Fig. 1: run 1, met1 routing
Scale bar: 50 microns. Supply wires on this layer in grey. Cells faint in the background.
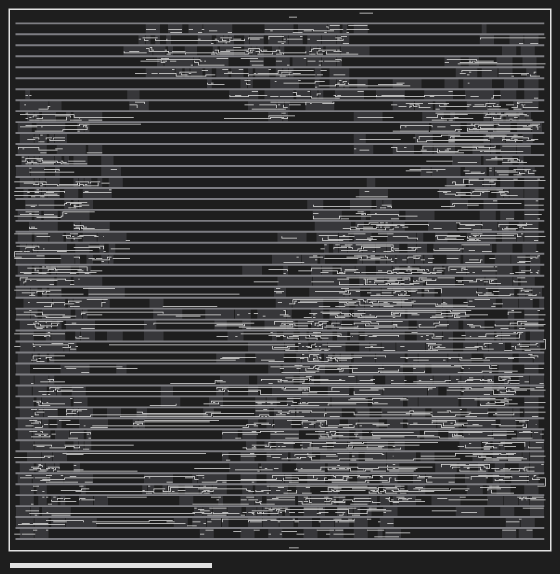
Fig. 2: run 1, track usage over the die
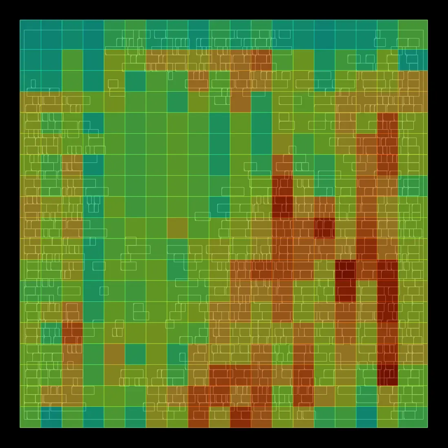
Fig. 3: run 1, the metal 2 layer
Scale bar: 50 microns. Cells faint in the background.
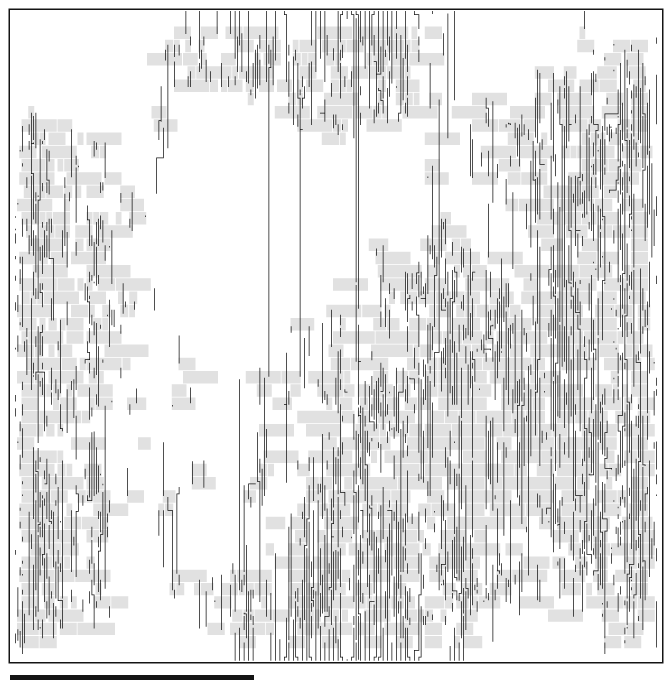
===== src/rtl/dev_intercon_v2_if.sv =====
// rtl/dev_intercon_v2_if.sv - CPU-side and target-side bus bundle for dev_intercon_v2
interface dev_intercon_v2_if #(
    parameter int NS       = 4,
    parameter int MASK_LEN = 8
);
    logic                   i_stb;
    logic                   i_rw;
    logic [31:0]            i_addr;
    logic [31:0]            i_dtw;
    logic                   o_ack;
    logic                   o_err;
    logic [31:0]            o_dtr;
    logic [NS-1:0]          o_stb;
    logic [NS-1:0]          i_ack;
    logic [NS*32-1:0]       i_dtr;
    logic [MASK_LEN-1:0]    o_addr;
    logic                   o_rw;
    logic [31:0]            o_dtw;
    logic                   sstb;
    logic                   sack;
    logic [31:0]            sdtr;
    logic                   estb;
    logic                   eack;
    logic [31:0]            edtr;

    // Interconnect view: serves the CPU, drives every target
    modport slave (
        input  i_stb, i_rw, i_addr, i_dtw, i_ack, i_dtr, sack, sdtr, eack, edtr,
        output o_ack, o_err, o_dtr, o_stb, o_addr, o_rw, o_dtw, sstb, estb
    );

    // Environment view: CPU master plus the targets
    modport master (
        output i_stb, i_rw, i_addr, i_dtw, i_ack, i_dtr, sack, sdtr, eack, edtr,
        input  o_ack, o_err, o_dtr, o_stb, o_addr, o_rw, o_dtw, sstb, estb
    );
endinterface


===== src/rtl/dev_intercon_v2.sv =====
// rtl/dev_intercon_v2.sv - CPU bus interconnect to MMIO slaves, SRAM and external bus
module dev_intercon_v2 #(
    parameter int                   NS       = 4,
    parameter int                   MASK_LEN = 8,
    parameter logic [NS*MASK_LEN-1:0] BASE   = '0,
    parameter logic [NS*MASK_LEN-1:0] MASK   = '0,
    parameter logic [NS-1:0]        PRIV     = '0,
    parameter int                   LIMITS   = 12,
    parameter int                   TIMEOUT  = 16,
    parameter int                   TO_BITS  = 8
) (
    input  logic              clk,
    input  logic              reset,
    input  logic              userbit,
    dev_intercon_v2_if.slave  bus
);

    typedef enum logic [1:0] {IDLE, ISSUE, WAIT, RESP} state_t;
    typedef enum logic [1:0] {TGT_MMIO, TGT_SRAM, TGT_EXT} tgt_t;

    state_t              state_q, state_d;
    tgt_t                tgt_q, tgt_d;
    logic [NS-1:0]       sel_q, sel_d;
    logic                err_q, err_d;
    logic [TO_BITS-1:0]  cnt_q, cnt_d;
    logic [MASK_LEN-1:0] addr_q, addr_d;
    logic                rw_q, rw_d;
    logic [31:0]         dtw_q, dtw_d;
    logic [31:0]         dtr_q, dtr_d;

    tgt_t                dec_tgt;
    logic [NS-1:0]       dec_sel;
    logic                dec_err;
    logic [MASK_LEN-1:0] off;
    logic                sel_ack;
    logic [31:0]         sel_dtr;

    // Address decode; slave i sits at bit NS-1-i so slave 0 is the MSB
    always_comb begin
        dec_tgt = TGT_EXT;
        dec_sel = '0;
        dec_err = 1'b0;
        off     = bus.i_addr[MASK_LEN-1:0];
        if (&bus.i_addr[31:MASK_LEN]) begin
            dec_tgt = TGT_MMIO;
            // Walk from the highest index down so the lowest matching index wins
            for (int i = NS-1; i >= 0; i--) begin
                if ((off & MASK[(NS-1-i)*MASK_LEN +: MASK_LEN]) ==
                    BASE[(NS-1-i)*MASK_LEN +: MASK_LEN]) begin
                    dec_sel = '0;
                    dec_sel[NS-1-i] = 1'b1;
                end
            end
            dec_err = (dec_sel == '0) || ((|(dec_sel & PRIV)) && userbit);
        end else if (bus.i_addr[31:LIMITS] == '0) begin
            dec_tgt = TGT_SRAM;
        end
    end

    // Ack and read data of the latched target only
    always_comb begin
        sel_ack = 1'b0;
        sel_dtr = '0;
        case (tgt_q)
            TGT_MMIO: begin
                sel_ack = |(bus.i_ack & sel_q);
                for (int i = 0; i < NS; i++) begin
                    if (sel_q[i]) sel_dtr = sel_dtr | bus.i_dtr[i*32 +: 32];
                end
            end
            TGT_SRAM: begin
                sel_ack = bus.sack;
                sel_dtr = bus.sdtr;
            end
            TGT_EXT: begin
                sel_ack = bus.eack;
                sel_dtr = bus.edtr;
            end
            default: begin
                sel_ack = 1'b0;
                sel_dtr = '0;
            end
        endcase
    end

    // Transaction FSM: latch request, strobe once, wait for ack or timeout, respond
    always_comb begin
        state_d = state_q;
        tgt_d   = tgt_q;
        sel_d   = sel_q;
        err_d   = err_q;
        cnt_d   = cnt_q;
        addr_d  = addr_q;
        rw_d    = rw_q;
        dtw_d   = dtw_q;
        dtr_d   = dtr_q;
        case (state_q)
            IDLE: begin
                if (bus.i_stb) begin
                    tgt_d  = dec_tgt;
                    sel_d  = dec_sel;
                    err_d  = dec_err;
                    addr_d = off;
                    rw_d   = bus.i_rw;
                    dtw_d  = bus.i_dtw;
                    if (dec_err) begin
                        dtr_d   = '0;
                        state_d = RESP;
                    end else begin
                        state_d = ISSUE;
                    end
                end
            end
            ISSUE: begin
                cnt_d   = '0;
                state_d = WAIT;
            end
            WAIT: begin
                // An ack always beats a timeout landing in the same cycle
                if (sel_ack) begin
                    dtr_d   = rw_q ? 32'h0 : sel_dtr;
                    err_d   = 1'b0;
                    state_d = RESP;
                end else begin
                    cnt_d = cnt_q + 1'b1;
                    if (cnt_d == TO_BITS'(TIMEOUT - 1)) begin
                        err_d   = 1'b1;
                        dtr_d   = '0;
                        state_d = RESP;
                    end
                end
            end
            RESP: begin
                state_d = IDLE;
            end
            default: begin
                state_d = IDLE;
            end
        endcase
    end

    // State and datapath registers
    always_ff @(posedge clk) begin
        if (reset) begin
            state_q <= IDLE;
            tgt_q   <= TGT_MMIO;
            sel_q   <= '0;
            err_q   <= 1'b0;
            cnt_q   <= '0;
            addr_q  <= '0;
            rw_q    <= 1'b0;
            dtw_q   <= '0;
            dtr_q   <= '0;
        end else begin
            state_q <= state_d;
            tgt_q   <= tgt_d;
            sel_q   <= sel_d;
            err_q   <= err_d;
            cnt_q   <= cnt_d;
            addr_q  <= addr_d;
            rw_q    <= rw_d;
            dtw_q   <= dtw_d;
            dtr_q   <= dtr_d;
        end
    end

    assign bus.o_ack  = (state_q == RESP);
    assign bus.o_err  = (state_q == RESP) && err_q;
    assign bus.o_dtr  = dtr_q;
    assign bus.o_stb  = ((state_q == ISSUE) && (tgt_q == TGT_MMIO)) ? sel_q : '0;
    assign bus.sstb   = (state_q == ISSUE) && (tgt_q == TGT_SRAM);
    assign bus.estb   = (state_q == ISSUE) && (tgt_q == TGT_EXT);
    assign bus.o_addr = addr_q;
    assign bus.o_rw   = rw_q;
    assign bus.o_dtw  = dtw_q;

endmodule


===== src/flat_wrapper.sv =====
// flat-port wrapper written by rule: the top's interface ports become plain ports
module dev_intercon_v2_flat 
#(
    parameter int                   NS       = 4,
    parameter int                   MASK_LEN = 8,
    parameter logic [NS*MASK_LEN-1:0] BASE   = '0,
    parameter logic [NS*MASK_LEN-1:0] MASK   = '0,
    parameter logic [NS-1:0]        PRIV     = '0,
    parameter int                   LIMITS   = 12,
    parameter int                   TIMEOUT  = 16,
    parameter int                   TO_BITS  = 8
)
  (clk, reset, userbit, bus_i_stb, bus_i_rw, bus_i_addr, bus_i_dtw, bus_i_ack, bus_i_dtr, bus_sack, bus_sdtr, bus_eack, bus_edtr, bus_o_ack, bus_o_err, bus_o_dtr, bus_o_stb, bus_o_addr, bus_o_rw, bus_o_dtw, bus_sstb, bus_estb);
  dev_intercon_v2_if #(.NS(NS), .MASK_LEN(MASK_LEN)) bus_i ();
  input  logic clk;
  input  logic reset;
  input  logic userbit;
  input wire logic [$bits(bus_i.i_stb)-1:0] bus_i_stb;
  input wire logic [$bits(bus_i.i_rw)-1:0] bus_i_rw;
  input wire logic [$bits(bus_i.i_addr)-1:0] bus_i_addr;
  input wire logic [$bits(bus_i.i_dtw)-1:0] bus_i_dtw;
  input wire logic [$bits(bus_i.i_ack)-1:0] bus_i_ack;
  input wire logic [$bits(bus_i.i_dtr)-1:0] bus_i_dtr;
  input wire logic [$bits(bus_i.sack)-1:0] bus_sack;
  input wire logic [$bits(bus_i.sdtr)-1:0] bus_sdtr;
  input wire logic [$bits(bus_i.eack)-1:0] bus_eack;
  input wire logic [$bits(bus_i.edtr)-1:0] bus_edtr;
  output wire logic [$bits(bus_i.o_ack)-1:0] bus_o_ack;
  output wire logic [$bits(bus_i.o_err)-1:0] bus_o_err;
  output wire logic [$bits(bus_i.o_dtr)-1:0] bus_o_dtr;
  output wire logic [$bits(bus_i.o_stb)-1:0] bus_o_stb;
  output wire logic [$bits(bus_i.o_addr)-1:0] bus_o_addr;
  output wire logic [$bits(bus_i.o_rw)-1:0] bus_o_rw;
  output wire logic [$bits(bus_i.o_dtw)-1:0] bus_o_dtw;
  output wire logic [$bits(bus_i.sstb)-1:0] bus_sstb;
  output wire logic [$bits(bus_i.estb)-1:0] bus_estb;
  assign bus_i.i_stb = bus_i_stb;
  assign bus_i.i_rw = bus_i_rw;
  assign bus_i.i_addr = bus_i_addr;
  assign bus_i.i_dtw = bus_i_dtw;
  assign bus_i.i_ack = bus_i_ack;
  assign bus_i.i_dtr = bus_i_dtr;
  assign bus_i.sack = bus_sack;
  assign bus_i.sdtr = bus_sdtr;
  assign bus_i.eack = bus_eack;
  assign bus_i.edtr = bus_edtr;
  assign bus_o_ack = bus_i.o_ack;
  assign bus_o_err = bus_i.o_err;
  assign bus_o_dtr = bus_i.o_dtr;
  assign bus_o_stb = bus_i.o_stb;
  assign bus_o_addr = bus_i.o_addr;
  assign bus_o_rw = bus_i.o_rw;
  assign bus_o_dtw = bus_i.o_dtw;
  assign bus_sstb = bus_i.sstb;
  assign bus_estb = bus_i.estb;
  dev_intercon_v2 #(.NS(NS), .MASK_LEN(MASK_LEN), .BASE(BASE), .MASK(MASK), .PRIV(PRIV), .LIMITS(LIMITS), .TIMEOUT(TIMEOUT), .TO_BITS(TO_BITS)) u_core (.clk(clk), .reset(reset), .userbit(userbit), .bus(bus_i));
endmodule

===== config.mk =====
export PLATFORM = sky130hd
export DESIGN_NAME = dev_intercon_v2_flat
export DESIGN_NICKNAME = d
export VERILOG_FILES = /design/src/rtl/dev_intercon_v2_if.sv /design/src/rtl/dev_intercon_v2.sv /design/src/flat_wrapper.sv
export SDC_FILE = /design/constraint.sdc
export NUM_CORES = 1
export LEC_CHECK = 0
export CAP_MARGIN = 40
export CORE_MARGIN = 1
export CORE_UTILIZATION = 25
export CTS_BUF_LIST = sky130_fd_sc_hd__clkbuf_8
export DETAILED_ROUTE_END_ITERATION = 10
export PLACE_DENSITY = 0.75
export SLEW_MARGIN = 5
export SYNTH_ARGS = -nofsm -noshare
export SYNTH_HDL_FRONTEND = slang
export SYNTH_SLANG_ARGS = --single-unit

===== constraint.sdc =====
create_clock -name clk -period 1.66 [get_ports clk]
set_input_delay 0.498 -clock clk [delete_from_list [all_inputs] [get_ports clk]]
set_output_delay 0.498 -clock clk [all_outputs]
set_load 0.03 [all_outputs]

==> PnR_summary.wiki, run 1 <==
=== Synthesis and place and route ===
{| class="wikitable"
! Metric !! Value
|-
| Run status || complete, but fails checks
|-
| Violated checks || negative setup slack
|-
| Clock Skew || approximately 17 ps
|-
| Area of the core region || around 17000 sq um
|-
| Final layout net count || 1095
|-
| Comb. cell area || about 2800 sq um
|-
| Worst-path cell chain || buf_4, ha_4, nor4bb_4, buf_12
|-
| Number of global-route vias before repair || roughly 5.2k
|-
| Leakage || 3.01 nW
|-
| Signal arrival time at the worst endpoint || around 1500 ps
|-
| Final setup viols || ~43
|-
| Site row count || 47
|-
| Metal2 WL || 8220 microns
|-
| Final count of hold timing violations || 0
|-
| Max-slew headroom at the worst pin || 52.3%
|-
| H-tree depth || 3
|-
| Register bit count reported by yosys || 87
|-
| Number of clock sinks seen by CTS || 87
|-
| Most area-consuming cells after synthesis || sky130_fd_sc_hd__dfxtp_1 40%, sky130_fd_sc_hd__a22oi_1 11%, sky130_fd_sc_hd__nand2_1 11%
|-
| # diodes || 0
|-
| Max cap viols || 0
|-
| Data required time of the worst path || around 1200 ps
|-
| Fin worst setup slack || -299 ps
|-
| WL per Instance || roughly 17 microns
|-
| Cycle use final || 118%
|-
| Routability-driven placement congestion ratio || 0.796
|-
| Worst-case vdd ir drop || 0.000586 V
|-
| Final non-filler cell area || 8370 sq um
|-
| Global route hottest layer || met2
|-
| Sum Neg Setup Slack || -7810 ps
|-
| Share of cells above drive strength 1 || 26.6%
|}
-- Fig. 1 (at the start) --
nets with wire on the layer: 842
main direction: horizontal
total detailed-routing wirelength: 17400 microns
detailed-route via count: 5174
met1 Use GR: 22.2%

-- Fig. 2 (at the start) --
met3 GRT Util: 6.69%
met2 routing resource usage after global routing: 32.1%
combined global-route utilization of all metal layers: 19.1%

-- Fig. 3 (at the start) --
nets with wire on the layer: 851
main direction: vertical
wire length on this layer: 8220 microns
longest straight run: 63.4 microns

## run 1: critical path: cells and delay by family, from the launching register on
family        cells  cell delay (ps)
flops             1              380
buf+inv           2              290
simple gates      1              250
fa+ha+maj         1              150
## run 1: through the flow
stage               power, W  util (%)  worst slack, ps
floorplan            0.00418         -            -42.0
CTS                  0.00774      49.6             -304
finish               0.00776      49.9             -299
global placement     0.00570      44.0             -518
detailed placement   0.00579      44.2             -539
global route         0.00825      49.9             -378
## run 1: cell type report
class                   count  area share, %
clock buffers               9           1.48
well taps                 220           3.29
multi-input cells         399           33.1
flip-flops and latches     87           21.0
inverters                   4          0.179
repair buffers            321           40.0
clock inverters             7          0.942
## run 1: where the power goes
| part | internal (W) | total (W) | switching (W) |
|---|---|---|---|
| clock network | 0.000715 | 0.00159 | 0.000875 |
| registers | 0.00235 | 0.00251 | 0.000164 |
| logic | 0.00172 | 0.00366 | 0.00194 |
| total | 0.00478 | 0.00776 | 0.00298 |
## run 1: sequential cells by signal, indices dropped and copies added, names as in the netlist
register and flops:
u_core.sel_q 1, u_core.bus.o_rw 1, u_core.bus.o_dtr 32, u_core.state_q 2
u_core.cnt_q 8, u_core.err_q 1, u_core.tgt_q 2, u_core.bus.o_dtw 32
u_core.bus.o_addr 8
## run 1: cells by family (layout without fill, tap and decap cells)
kind of cell | after synthesis | after routing | synth area share [%]
XOR/XNOR | 1 | 1 | 0.201
buffers and inverters | 53 | 341 | 5.76
AND-OR/OR-AND | 192 | 192 | 30.3
multiplexers | 5 | 5 | 1.27
other | 1 | 3 | 0.0862
flip-flops | 87 | 87 | 40.1
adder cells (fa/ha/maj) | 6 | 6 | 1.73
AND/OR/NAND/NOR | 192 | 192 | 20.6
Fig. 4: run 1, drive-strength map
Scale bar: 50 microns.
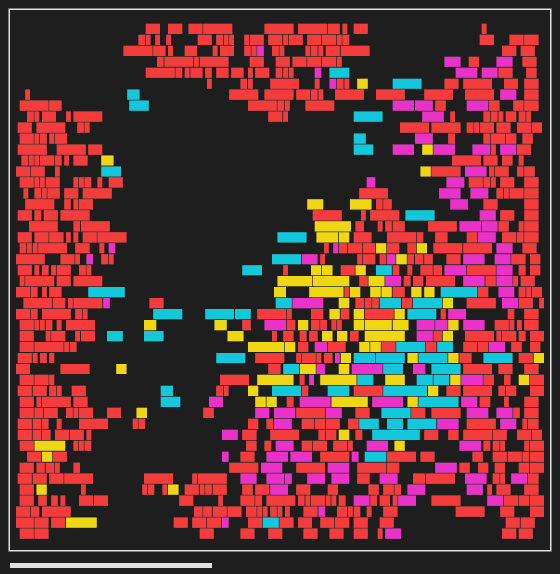

==> inputs of run 2 (changes only) <==
CORE_MARGIN = 10   (was 1)
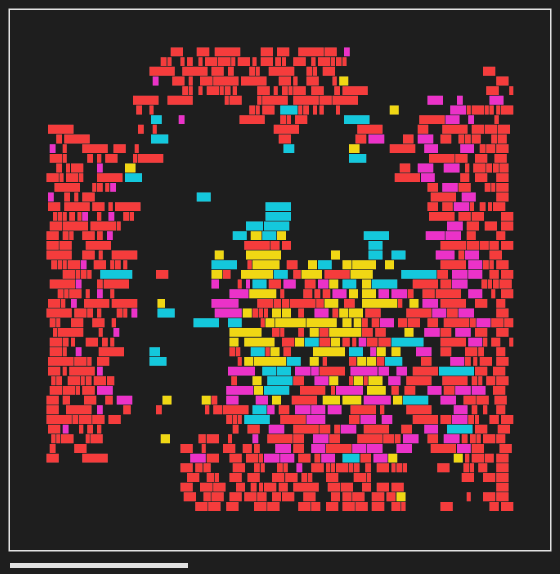
Fig. 5. Drive-strength map (run 2).
Scale bar: 50 microns.
legend:
  _6 and larger:
    colour: cyan
    cells: 47
    share: 5.7%
    most_used: buf_6
  _2 cells:
    colour: magenta
    cells: 116
    share: 14%
    most_used: a22oi_2
  _0 and _1 cells:
    colour: red
    cells: 586
    share: 72%
    most_used: clkdlybuf4s50_1
  _3 and _4 cells:
    colour: yellow
    cells: 70
    share: 8.5%
    most_used: buf_4
non-clock buffer count: 312
area growth from synthesis to final layout: 87.7%
final non-filler cell area: 8160 sq um

==> run 2 against run 1 <==
- worst hold slack better by 1.8 ps
- core utilization is 2.4 points lower
- clock power is 9% lower
- register-to-register slack better by 60 ps
- largest power group unchanged
- design area is 2.4% lower
- combinational power is 3% lower
- synthesized area stayed put
- power is 3.3% lower
- global-route usage is 4.3 points lower
- critical path type unchanged
- the flow still finishes with violations (negative setup slack)
- non-clock buffer count is 9 lower
- count of clock-buffer cells in the layout stayed put
==> PnR_summary.wiki, run 2 <==
=== Synthesis and place and route ===
{| class="wikitable"
! Metric !! Value
|-
| Run status || complete, but fails checks
|-
| Violated checks || negative setup slack
|-
| Most area-consuming cells after synthesis || sky130_fd_sc_hd__dfxtp_1 40%, sky130_fd_sc_hd__a22oi_1 11%, sky130_fd_sc_hd__nand2_1 11%
|-
| Final setup viols || 47 (+9.3%)
|-
| Fin worst setup slack || -248 ps (+50.8 ps)
|-
| Adder and majority cell fraction of the synthesized area || 1.73% (unchanged)
|-
| Post-synthesis share of cell area spent on and, or, nand and nor gates || 20.6% (unchanged)
|-
| Routability-driven placement congestion ratio || 0.824 (+3.6%)
|-
| Share of total power consumed by net switching || 40.1% (+1.6 points)
|-
| XOR-XNOR Cells, Area Fraction || 0.201% (unchanged)
|-
| Cycle use final || 115% (-3.1 points)
|-
| Max cap viols || 0 (unchanged)
|-
| Clock network fraction of total power || 19.3% (-1.2 points)
|-
| Total detailed-routing wirelength || 18800 microns (+7.8%)
|-
| H-tree depth || 3 (unchanged)
|-
| Compound-Gate Fraction of Synth Area || 30.3% (unchanged)
|-
| Register bit count reported by yosys || 87 (unchanged)
|-
| Pint || 0.00449 W (-5.9%)
|-
| Share of cells above drive strength 1 || 28.4% (+1.8 points)
|-
| Number of clock sinks seen by CTS || 87 (unchanged)
|-
| Leakage || 2.89 nW (-4.3%)
|-
| Area of the core region || 17200 sq um (+2.5%)
|-
| Worst setup slack after placement || -540 ps (-1.37 ps)
|-
| Site row count || 48 (+2.1%)
|-
| Data required time of the worst path || 1160 ps (about the same)
|-
| WL per Instance || 18.0 microns (+8.1%)
|-
| Final count of hold timing violations || 0 (unchanged)
|-
| # diodes || 0 (unchanged)
|-
| Net Sw Power || 0.00300 W (+0.81%)
|-
| Final layout net count || 1087 (-0.73%)
|-
| Detailed-route via count || 5075 (-1.9%)
|-
| Worst-case vdd ir drop || 0.000597 V (+2.0%)
|-
| Pwr Total || 0.00750 W (-3.3%)
|-
| Largest logic family || AND-OR/OR-AND gates
|-
| Signal arrival time at the worst endpoint || 1410 ps (-50 ps)
|-
| Metal2 WL || 8880 microns (+8.0%)
|-
| Sum Neg Setup Slack || -6370 ps (+1430 ps)
|-
| Multiplexer share of the synthesized area || 1.27% (unchanged)
|}
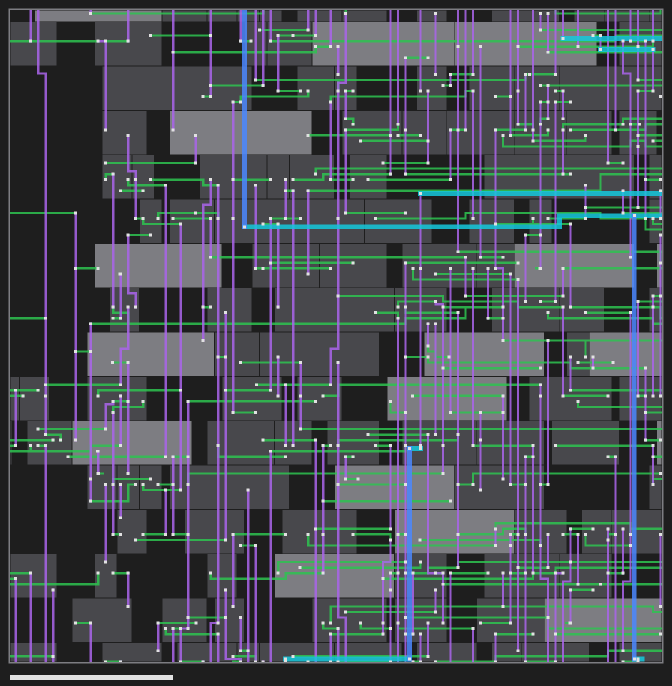
Fig. 6. Zoomed window (run 2).
Scale bar: 10 microns. Region (56, 26) to (96, 66) microns. Cells in grey, sequential cells in the stronger grey; small squares are vias.
legend:
  metal 1:
    colour: green
  metal 4:
    colour: blue
  metal 2:
    colour: purple
  metal 3:
    colour: cyan
most frequent: buf_4 (13), dfxtp_1 (8)
cells with their middle in the window: 94
sequential cells in the window: 14
netlist names of flops here include: u_core.bus.o_dtr (6), u_core.cnt_q (4), u_core.tgt_q (2)

-- run 2: power by group through the flow --
| stage | Sequential (W) | Clock [W] | Combinational [W] |
|---|---|---|---|
| after global placement | 0.00253 | 0 | 0.00311 |
| after detailed placement | 0.00255 | 0 | 0.00315 |
| after CTS | 0.00250 | 0.00152 | 0.00332 |
| final | 0.00251 | 0.00144 | 0.00354 |
| after global routing | 0.00255 | 0.00159 | 0.00382 |
| after floorplan | 0.00295 | 0 | 0.00124 |
-- run 2: what timing repair did --
item | CTS | global route
pin swaps | 28 | 54
endpoints found under the setup margin | 116 | 125
resized | 190 | 113
cloned | 3 | 2
buffers inserted | 13 | 3
-- run 2: critical path, cell delays in order (launching register included) --
cell	delay, ps
sky130_fd_sc_hd__dfxtp_2	330
sky130_fd_sc_hd__buf_6	110
sky130_fd_sc_hd__buf_6	110
sky130_fd_sc_hd__nor4bb_4	310
sky130_fd_sc_hd__buf_12	160
-- run 2: final timing paths --
| check | startpoint | endpoint |
|---|---|---|
| max | u_core.tgt_q[0] | bus_o_stb[3] |
| min | u_core.bus.o_dtw[0] | u_core.bus.o_dtw[0] |
| max reg2reg | u_core.tgt_q[0] | u_core.bus.o_dtr[6] |
| min reg2reg | u_core.bus.o_dtw[0] | u_core.bus.o_dtw[0] |
-- run 2: routing by layer --
metal,vias up,GRT usage (%)
li1,2506,-
met1,2358,17.9
met2,188,24.2
met3,23,6.29
met4,0,3.12
met5,-,0
-- run 2: final cells by class --
class                   instances  area (sq um)  share of cell area (%)
clock buffers                   9           124                    1.52
clock inverters                 7          55.1                   0.674
inverters                       4          17.5                   0.215
multi-input cells             400          2780                    34.0
flip-flops and latches         87          1760                    21.6
well taps                     225           282                    3.45
repair buffers                312          3150                    38.6
No activity file was given, so power comes from the tool's default toggle rates.
